$ cat src/rtl/aes_dec_out_serializer_pkg.sv
// Shared types and helpers for the AES decrypt output serializer.
package aes_dec_out_serializer_pkg;

  typedef enum logic {
    ST_IDLE = 1'b0,
    ST_SEND = 1'b1
  } ser_state_e;

  // Words per block.
  function automatic int unsigned calc_wpb(input int unsigned block_length,
                                           input int unsigned word_width);
    return block_length / word_width;
  endfunction

  // Counter width that stays legal when only one value is needed.
  function automatic int unsigned cnt_width(input int unsigned n);
    return (n > 1) ? $clog2(n) : 1;
  endfunction

endpackage

$ cat src/rtl/aes_blk_fifo.sv
// Block FIFO between the decryption core and the word serializer.
module aes_blk_fifo #(
  parameter int unsigned BLOCK_LENGTH = 128,
  parameter int unsigned FIFO_DEPTH   = 4
) (
  input  logic                          clk,
  input  logic                          rst,
  input  logic                          push_i,
  input  logic                          pop_i,
  input  logic [BLOCK_LENGTH-1:0]       data_i,
  output logic [BLOCK_LENGTH-1:0]       head_o,
  output logic [$clog2(FIFO_DEPTH):0]   count_o,
  output logic                          full_o
);

  localparam int unsigned PTR_W = $clog2(FIFO_DEPTH);
  localparam int unsigned CNT_W = PTR_W + 1;

  logic [BLOCK_LENGTH-1:0] mem_q [FIFO_DEPTH];
  logic [PTR_W-1:0]        wr_ptr_q, rd_ptr_q;
  logic [CNT_W-1:0]        count_q, count_d;
  logic                    full_q;

  always_comb begin
    count_d = count_q;
    case ({push_i, pop_i})
      2'b10:   count_d = count_q + CNT_W'(1);
      2'b01:   count_d = count_q - CNT_W'(1);
      default: count_d = count_q;
    endcase
  end

  // Pointers wrap naturally because the depth is a power of two.
  always_ff @(posedge clk) begin
    if (rst) begin
      wr_ptr_q <= '0;
      rd_ptr_q <= '0;
      count_q  <= '0;
      full_q   <= 1'b0;
    end else begin
      if (push_i) wr_ptr_q <= wr_ptr_q + PTR_W'(1);
      if (pop_i)  rd_ptr_q <= rd_ptr_q + PTR_W'(1);
      count_q <= count_d;
      full_q  <= (count_d == CNT_W'(FIFO_DEPTH));
    end
  end

  // Storage is intentionally left unreset; a reset write is discarded.
  always_ff @(posedge clk) begin
    if (push_i && !rst) mem_q[wr_ptr_q] <= data_i;
  end

  assign head_o  = mem_q[rd_ptr_q];
  assign count_o = count_q;
  assign full_o  = full_q;

endmodule

$ cat src/rtl/aes_dec_out_serializer.sv
// Buffers decrypted blocks and streams them out MSW-first with ready/valid.
module aes_dec_out_serializer
  import aes_dec_out_serializer_pkg::*;
#(
  parameter int unsigned BLOCK_LENGTH = 128,
  parameter int unsigned WORD_WIDTH   = 32,
  parameter int unsigned FIFO_DEPTH   = 4
) (
  input  logic                        clk,
  input  logic                        rst,
  input  logic [BLOCK_LENGTH-1:0]     blk_in,
  input  logic                        blk_valid,
  output logic [WORD_WIDTH-1:0]       word_out,
  output logic                        word_valid,
  input  logic                        word_ready,
  output logic                        word_last,
  output logic [$clog2(FIFO_DEPTH):0] fifo_count,
  output logic                        fifo_full,
  output logic                        overflow
);

  localparam int unsigned WPB   = calc_wpb(BLOCK_LENGTH, WORD_WIDTH);
  localparam int unsigned WC_W  = cnt_width(WPB);
  localparam int unsigned CNT_W = $clog2(FIFO_DEPTH) + 1;

  ser_state_e              state_q, state_d;
  logic [WC_W-1:0]         word_cnt_q, word_cnt_d;
  logic                    overflow_q, overflow_d;
  logic [BLOCK_LENGTH-1:0] head, head_shifted;
  logic [CNT_W-1:0]        count;
  logic                    full, push, pop, hs, at_last;

  assign hs      = word_valid && word_ready;
  assign at_last = (word_cnt_q == WC_W'(WPB - 1));
  assign pop     = hs && at_last;
  // A full FIFO still accepts a block when the head leaves in the same cycle.
  assign push    = blk_valid && (!full || pop);

  aes_blk_fifo #(
    .BLOCK_LENGTH (BLOCK_LENGTH),
    .FIFO_DEPTH   (FIFO_DEPTH)
  ) u_fifo (
    .clk     (clk),
    .rst     (rst),
    .push_i  (push),
    .pop_i   (pop),
    .data_i  (blk_in),
    .head_o  (head),
    .count_o (count),
    .full_o  (full)
  );

  always_ff @(posedge clk) begin
    if (rst) begin
      state_q    <= ST_IDLE;
      word_cnt_q <= '0;
      overflow_q <= 1'b0;
    end else begin
      state_q    <= state_d;
      word_cnt_q <= word_cnt_d;
      overflow_q <= overflow_d;
    end
  end

  always_comb begin
    state_d    = state_q;
    word_cnt_d = word_cnt_q;
    overflow_d = overflow_q | (blk_valid && full && !pop);
    if (hs) word_cnt_d = at_last ? '0 : word_cnt_q + WC_W'(1);
    case (state_q)
      ST_IDLE: if (push) state_d = ST_SEND;
      ST_SEND: if (pop && !push && (count == CNT_W'(1))) state_d = ST_IDLE;
      default: state_d = ST_IDLE;
    endcase
  end

  assign head_shifted = head << (int'(word_cnt_q) * WORD_WIDTH);

  always_comb begin
    word_valid = (state_q == ST_SEND);
    word_last  = word_valid && at_last;
    word_out   = word_valid ? head_shifted[BLOCK_LENGTH-1 -: WORD_WIDTH] : '0;
    fifo_count = count;
    fifo_full  = full;
    overflow   = overflow_q;
  end

endmodule

$ cat config.mk
export PLATFORM = sky130hd
export DESIGN_NAME = aes_dec_out_serializer
export DESIGN_NICKNAME = d
export VERILOG_FILES = /design/src/rtl/aes_dec_out_serializer_pkg.sv /design/src/rtl/aes_blk_fifo.sv /design/src/rtl/aes_dec_out_serializer.sv
export SDC_FILE = /design/constraint.sdc
export NUM_CORES = 1
export LEC_CHECK = 0
export ABC_AREA = 0
export CORE_MARGIN = 1
export CORE_UTILIZATION = 25
export DETAILED_ROUTE_END_ITERATION = 12
export GPL_TIMING_DRIVEN = 0
export MAX_ROUTING_LAYER = met4
export PLACE_DENSITY_LB_ADDON = 0.15
export SYNTH_ARGS = -nofsm -noshare
export SYNTH_HDL_FRONTEND = slang
export SYNTH_HIERARCHICAL = 1
export SYNTH_SLANG_ARGS = --single-unit
$ cat constraint.sdc
create_clock -name clk -period 5.6 [get_ports clk]
set_input_delay 0.84 -clock clk [delete_from_list [all_inputs] [get_ports clk]]
set_output_delay 0.84 -clock clk [all_outputs]
set_load 0.1 [all_outputs]
==> results_slide.txt <==
Run Summary

Pwr
  • NetSw: 1910 µW
  • Combinational power: 555 µW
  • Seq group: 4460 µW

Floorplan
  • Die Span Y: between 200 and 300 µm
  • Core Util at FP: approximately 25%
  • Die area: roughly 82,000 µm²

Yosys
  • Aoi share: less than 1%
  • Post-synthesis sequential element count: 526
  • # Cells Yosys: 812
  • Comb area leader: multiplexers
  • Post-synth EDFFs: 512
  • Asr flop ratio synth: 0%
  • Post-Syn Nets: 951
  • Dominant synthesized flop cell: edfxtp_1
  • Yosys xor share: 0.216%

STA
  • Fin. Hold Viols: 0
  • RSZ-0062 raised after global routing: no
  • Final worst slack: 658 ps
  • Worst rel slew slack: 25.4%
  • Setup Viol. Count Final: 0

Route
  • DRT Wirelength: between 50 and 60 mm
  • Routed Antenna Nets: 0

Worst setup path
  • Critical Path AT: approximately 4100 ps
  • CP Capture Type: output pin
  • Worst setup SP type: flop
  • CP max stage delay: 990 ps
  • Critical-path cell list: clkbuf_1 > buf_2 > mux4_2 > mux4_1 > and2_1 > clkdlybuf4s50_1

Layout
  • Final nets: 1,195
  • Non-filler instance count after layout: 2,171
  • Area occupied by multi-input gates: between 4000 and 5000 µm²
  • FILL cells: 7,721
  • Post-layout instance area: 25,500 µm²

Place
  • DP Area: 23,600 µm²
  • Post-DP HPWL: 31.6 mm

GRT
  • Pin count of the biggest net entering global routing: 49

Flow run
  • OpenROAD warnings: 29

Run status
  • Status: complete, no violations

CTS
  • Longest Clk Path Bufs: 3
  • CTS tree: done
final timing paths:
check	start	endpoint	slack (ps)	cells past startpoint
setup reg to reg	word_valid$_SDFF_PP0_	u_fifo/mem_q[2][90]$_DFFE_PP_	2090	8
setup / recovery	flop	word_out[30]	660	6
hold reg to reg	u_fifo/rd_ptr_q[1]$_SDFFE_PP0P_	flop	530	2
hold / removal	u_fifo/rd_ptr_q[1]$_SDFFE_PP0P_	flop	530	2
synthesized netlist by cell type, types with 2 or more instances:
master | instances | share of area (%)
inv_1 | 4 | 0.074
nand2_1 | 3 | 0.056
and2_1 | 37 | 1.1
nand3_1 | 2 | 0.049
xor2_1 | 2 | 0.086
buf_12 | 13 | 1.3
ha_1 | 6 | 0.37
clkbuf_1 | 6 | 0.11
xnor2_1 | 3 | 0.13
dfxtp_1 | 14 | 1.4
mux4_2 | 156 | 17
edfxtp_1 | 512 | 76
mux2i_1 | 3 | 0.15
buf_2 | 17 | 0.42
nor2_1 | 12 | 0.22
buf_6 | 5 | 0.28
a21oi_1 | 3 | 0.074
mux4_1 | 4 | 0.52
routing by layer:
layer / global-route usage [%] / up-vias / share of wire, %
li1: - / 3992 / -
met1: 17.0 / 4946 / 45
met2: 20.8 / 207 / 49
met3: 2.97 / 61 / 4.9
met4: 2.85 / 0 / 1.6
met5: - / - / 0
final cells by class:
| type | count | area share, % |
|---|---|---|
| antenna | 7 | 0.0687 |
| clock inverter | 35 | 1.25 |
| timing repair buffer | 182 | 7.82 |
| inverter | 4 | 0.0589 |
| clock buffer | 75 | 6.19 |
| buffer | 41 | 1.66 |
| sequential | 526 | 61.4 |
| tap | 1060 | 5.20 |
| multi-input combinational | 241 | 16.4 |
==> images/clock_wires.png <==
(2 px per µm)
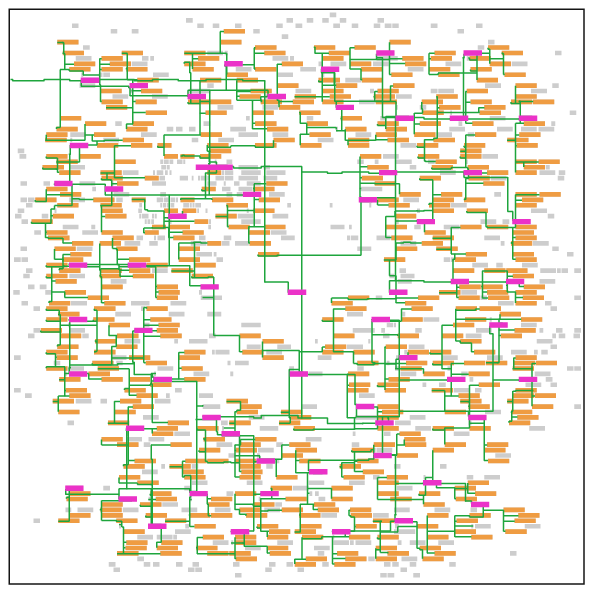
Key: magenta = clock-net drivers [count 60]; orange = flip-flops [count 526]; green = clock wires [length 7,370 µm]
Position of the flops: spread over the die. There are 61 routed clock nets.

==> images/ff_map.png <==
(1.5 px per µm)
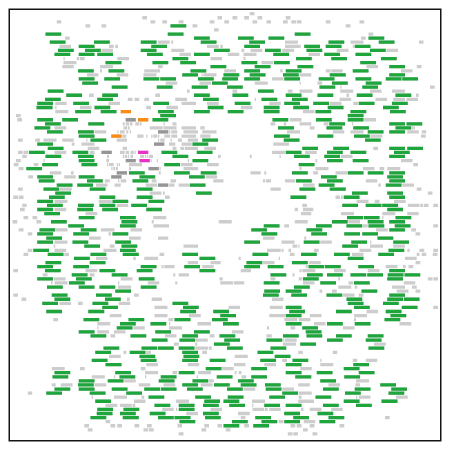
Key: magenta = u_fifo/rd_ptr_q [placed flops 2]; orange = u_fifo/count_o [placed flops 3]; green = u_fifo/mem_q [placed flops 512, where spread over the die]

Power and IR drop assume default switching activity.
